==> src/rtl/acc_seq_pkg.sv <==
// Shared definitions for the acc_seq_8bit sequencer: command encodings and FSM state type.
package acc_seq_pkg;

   localparam logic [1:0] CMD_CLEAR = 2'b00;
   localparam logic [1:0] CMD_LOAD  = 2'b01;
   localparam logic [1:0] CMD_ADD   = 2'b10;
   localparam logic [1:0] CMD_SUB   = 2'b11;

   typedef enum logic {
      IDLE = 1'b0,
      EXEC = 1'b1
   } state_t;

endpackage

==> src/rtl/acc_seq_8bit_sat.sv <==
// Clamps an overflowed add/sub result to the signed limit matching the accumulator's sign.
// Compiled only when ACC_SAT_EN is defined; the default build has no saturation.
`ifdef ACC_SAT_EN
module sat_8bit (
   input  logic [7:0] r,
   input  logic       of,
   input  logic       x_sign,
   output logic [7:0] value
);

   always_comb begin
      value = r;
      if (of) begin
         value = x_sign ? 8'h80 : 8'h7F;
      end
   end

endmodule
`endif

==> src/rtl/acc_seq_8bit.sv <==
// Two-cycle accumulator sequencer driving an external 8-bit add/sub stage.
// Define ACC_SAT_EN to saturate acc on signed overflow instead of wrapping.
//
// state | meaning
// IDLE  | ready; accept a command and register operands for the add/sub stage
// EXEC  | add/sub stage result valid; write acc, pulse done, count the command
module acc_seq_8bit #(
   parameter int CNT_W = 8
) (
   input  logic              clk,
   input  logic              rst,
   input  logic              cmd_valid,
   output logic              cmd_ready,
   input  logic [1:0]        cmd_op,
   input  logic              cmd_ci,
   input  logic signed [7:0] cmd_data,
   output logic              add_op,
   output logic              add_ci,
   output logic [7:0]        add_x,
   output logic [7:0]        add_y,
   input  logic [7:0]        add_r,
   input  logic              add_of,
   output logic signed [7:0] acc,
   output logic              zero,
   output logic              neg,
   output logic              of_sticky,
   output logic              done,
   output logic [CNT_W-1:0]  op_cnt
);

   import acc_seq_pkg::*;

   state_t     state;
   logic [1:0] op_q;
   logic [7:0] alu_val;

`ifdef ACC_SAT_EN
   sat_8bit u_sat (
      .r      (add_r),
      .of     (add_of),
      .x_sign (add_x[7]),
      .value  (alu_val)
   );
`else
   assign alu_val = add_r;
`endif

   assign cmd_ready = (state == IDLE) && !rst;
   assign zero      = (acc == 8'sd0);
   assign neg       = acc[7];

   always_ff @(posedge clk) begin
      if (rst) begin
         state     <= IDLE;
         op_q      <= CMD_CLEAR;
         acc       <= '0;
         of_sticky <= 1'b0;
         done      <= 1'b0;
         op_cnt    <= '0;
         add_x     <= '0;
         add_y     <= '0;
         add_op    <= 1'b0;
         add_ci    <= 1'b0;
      end else begin
         done <= 1'b0;
         case (state)
            IDLE: begin
               if (cmd_valid) begin
                  add_x  <= acc;
                  add_y  <= cmd_data;
                  add_op <= cmd_op[0];
                  add_ci <= cmd_ci;
                  op_q   <= cmd_op;
                  state  <= EXEC;
               end
            end
            EXEC: begin
               // add_r/add_of are only meaningful here, one cycle after add_* were registered
               case (op_q)
                  CMD_CLEAR: begin
                     acc       <= '0;
                     of_sticky <= 1'b0;
                  end
                  CMD_LOAD: acc <= add_y;
                  default: begin
                     acc <= alu_val;
                     if (add_of) begin
                        of_sticky <= 1'b1;
                     end
                  end
               endcase
               done   <= 1'b1;
               op_cnt <= op_cnt + CNT_W'(1);
               state  <= IDLE;
            end
            default: state <= IDLE;
         endcase
      end
   end

endmodule

==> config.mk <==
export PLATFORM = sky130hd
export DESIGN_NAME = acc_seq_8bit
export DESIGN_NICKNAME = d
export VERILOG_FILES = /design/src/rtl/acc_seq_pkg.sv /design/src/rtl/acc_seq_8bit_sat.sv /design/src/rtl/acc_seq_8bit.sv
export SDC_FILE = /design/constraint.sdc
export NUM_CORES = 1
export LEC_CHECK = 0
export ABC_AREA = 1
export CAP_MARGIN = 20
export CORE_MARGIN = 3
export CORE_UTILIZATION = 32
export DETAILED_ROUTE_END_ITERATION = 10
export HOLD_SLACK_MARGIN = 0.12
export PLACE_DENSITY = 0.66
export SYNTH_ARGS = -nofsm -noshare
export SYNTH_HDL_FRONTEND = slang
export SYNTH_SLANG_ARGS = --single-unit
==> constraint.sdc <==
create_clock -name clk -period 1.62 [get_ports clk]
set_input_delay 0.324 -clock clk [delete_from_list [all_inputs] [get_ports clk]]
set_output_delay 0.324 -clock clk [all_outputs]
set_load 0.02 [all_outputs]
Wire density map:
Scale bar: 20 um. The die is cut into 15 by 15 equal tiles; dark purple is low, yellow is high, scaled to the fullest tile. Values are wire area over tile area, all layers added.
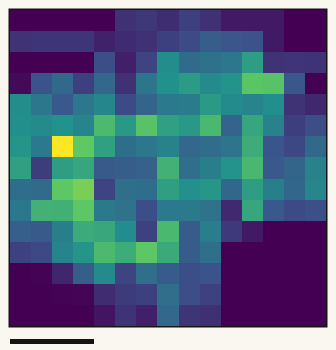
19% of the tiles are over half the peak. 21% of the tiles are nearly empty. The fullest tile reaches 0.37. The emptiest ninth of the die: bottom right.
GRT Util Overall: 14.1%
drt wl/cell: 12.0 um
via count: 1421
final WL: 3740 um

I/O nets highlighted:
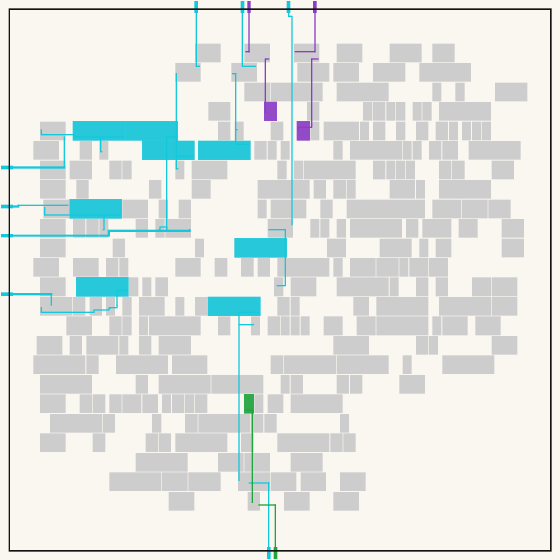
Purple shows cmd_op, bits 2, direction input, end cells 2, buffers 2, wire 35.0 um. Cyan shows add_y, bits 8, direction output, end cells 8, buffers 8, wire 239 um. Green shows zero, bits 1, direction output, end cells 1, buffers 1, wire 22.1 um.

==> GITHUB_STEP_SUMMARY <==
### Flow metrics

| Metric | Value |
|---|---|
| Gr ovfl total | 0 |
| Commonest Layout Cell | clkdlybuf4s50_1 |
| Met2 routed WL | 1740 um |
| Clock network power share | 37.0% |
| VDD IR max | 662 uV |
| TNS Setup | 0 ns |
| Hold slack | 0.466 ns |
| Warnings from Yosys | 0 |
| R2r endpoint | acc[1]$_SDFFE_PP0P_ |
| Init Core Util | 34.2% |
| Maxcap violations | 0 |
| Crit path max-delay family | buffers and inverters |
| Clk_skew | 0.00775 ns |
| Fill cells | 454 |
| Die Size | 5680 um^2 |
| Cell type taking the most area | registers |
| Worst slew pin tran | 0.356 ns |
| Cell row count | 24 |
| Flip-flops | 38 |
| Area fraction in mux cells | 0% |
| CP startpoint kind | register |
| Non-filler cells, final | 311 |
| Clock slew at reported path FFs | 0.07 ns |
| Layout cells sized above 1 | 9.65% |
| Power Density | 929 nW/um^2 |
| Crit path max fanout | 3 |
| Data required, critical path | 1.30 ns |
| Post-detail-place hpwl | 2790 um |
| Initial antenna violation count | 0 |
| Root buf cell | clkbuf_8 |
| Dpl ws | -0.191 ns |
| Adder Area Share | 0.813% |
| Largest net degree at the start of global routing | 26 |
| Ys flops | 38 |
| Xor/xnor share | 0% |
| Top non-seq family | AND-OR/OR-AND gates |
| Hold Path Stages | 2 |
| Critical path class | reg -> out |
| DP Area | 2190 um^2 |
| Logic pwr share | 16.2% |
| Tap Count | 52 |
| Status | finished clean |
| Inverters | 30 |
| Max clock buf depth | 2 |
| Clock buf count | 5 |
| Multi-In Gates | 115 |
| Post-layout net count | 282 |
| Number of enable flip-flop cells | 0 |
| Hold Vio Cnt, Final | 0 |
Cells colored by class:
Scale bar: 20 um.
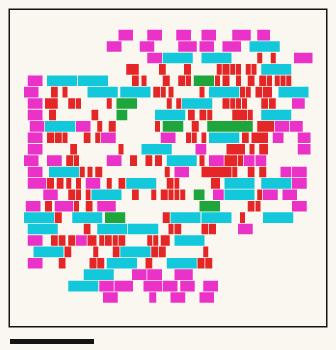
Green shows clock drivers and dummy loads, cells 8. Cyan shows sequential cells, cells 38. Red shows combinational and other logic, cells 145. Magenta shows remaining buffers and delay cells, cells 68.
flop share of the area: 32.8%
final instance area: 2320 um^2

Sizing map:
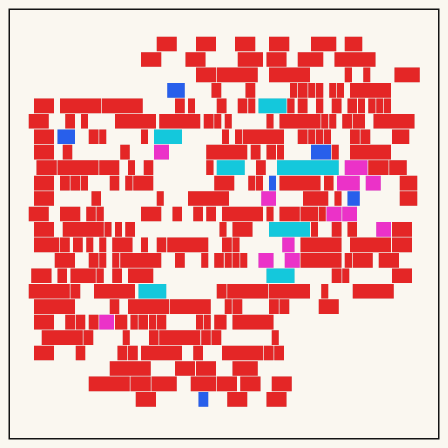
Magenta shows _3 and _4 cells, cells 12, share 4.6%. Blue shows _2 cells, cells 6, share 2.3%. Red shows _0 and _1 cells, cells 234, share 90%. Cyan shows _6 and larger, cells 7, share 2.7%.
area growth from synthesis to layout: 50.5%
Non-CTS buffers: 68
Final WS setup: 0.0451 ns

[power groups by stage]
stage          combinational [mW]  clock, mW  sequential (mW)
2_1_floorplan               0.137          0             1.08
3_3_place_gp                0.358          0             1.03
3_5_place_dp                0.361          0             1.03
4_1_cts                     0.358      0.817             1.01
5_1_grt                     0.382      0.857             1.01
6_report                    0.350      0.796             1.01
[metal layers]
| metal | up-vias | track usage (%) |
|---|---|---|
| met3 | 2 | 7.12 |
| met2 | 40 | 22.4 |
| met4 | 0 | 4.66 |
| li1 | 753 | - |
| met1 | 626 | 16.7 |
| met5 | - | 0 |
[flip-flops by register name, summed over array words and instances (netlist names), 2 cells and up]
name    count
acc         8
add_x       8
add_y       8
op_cnt      8
op_q        2
No activity file was given, so power comes from the tool's default toggle rates.
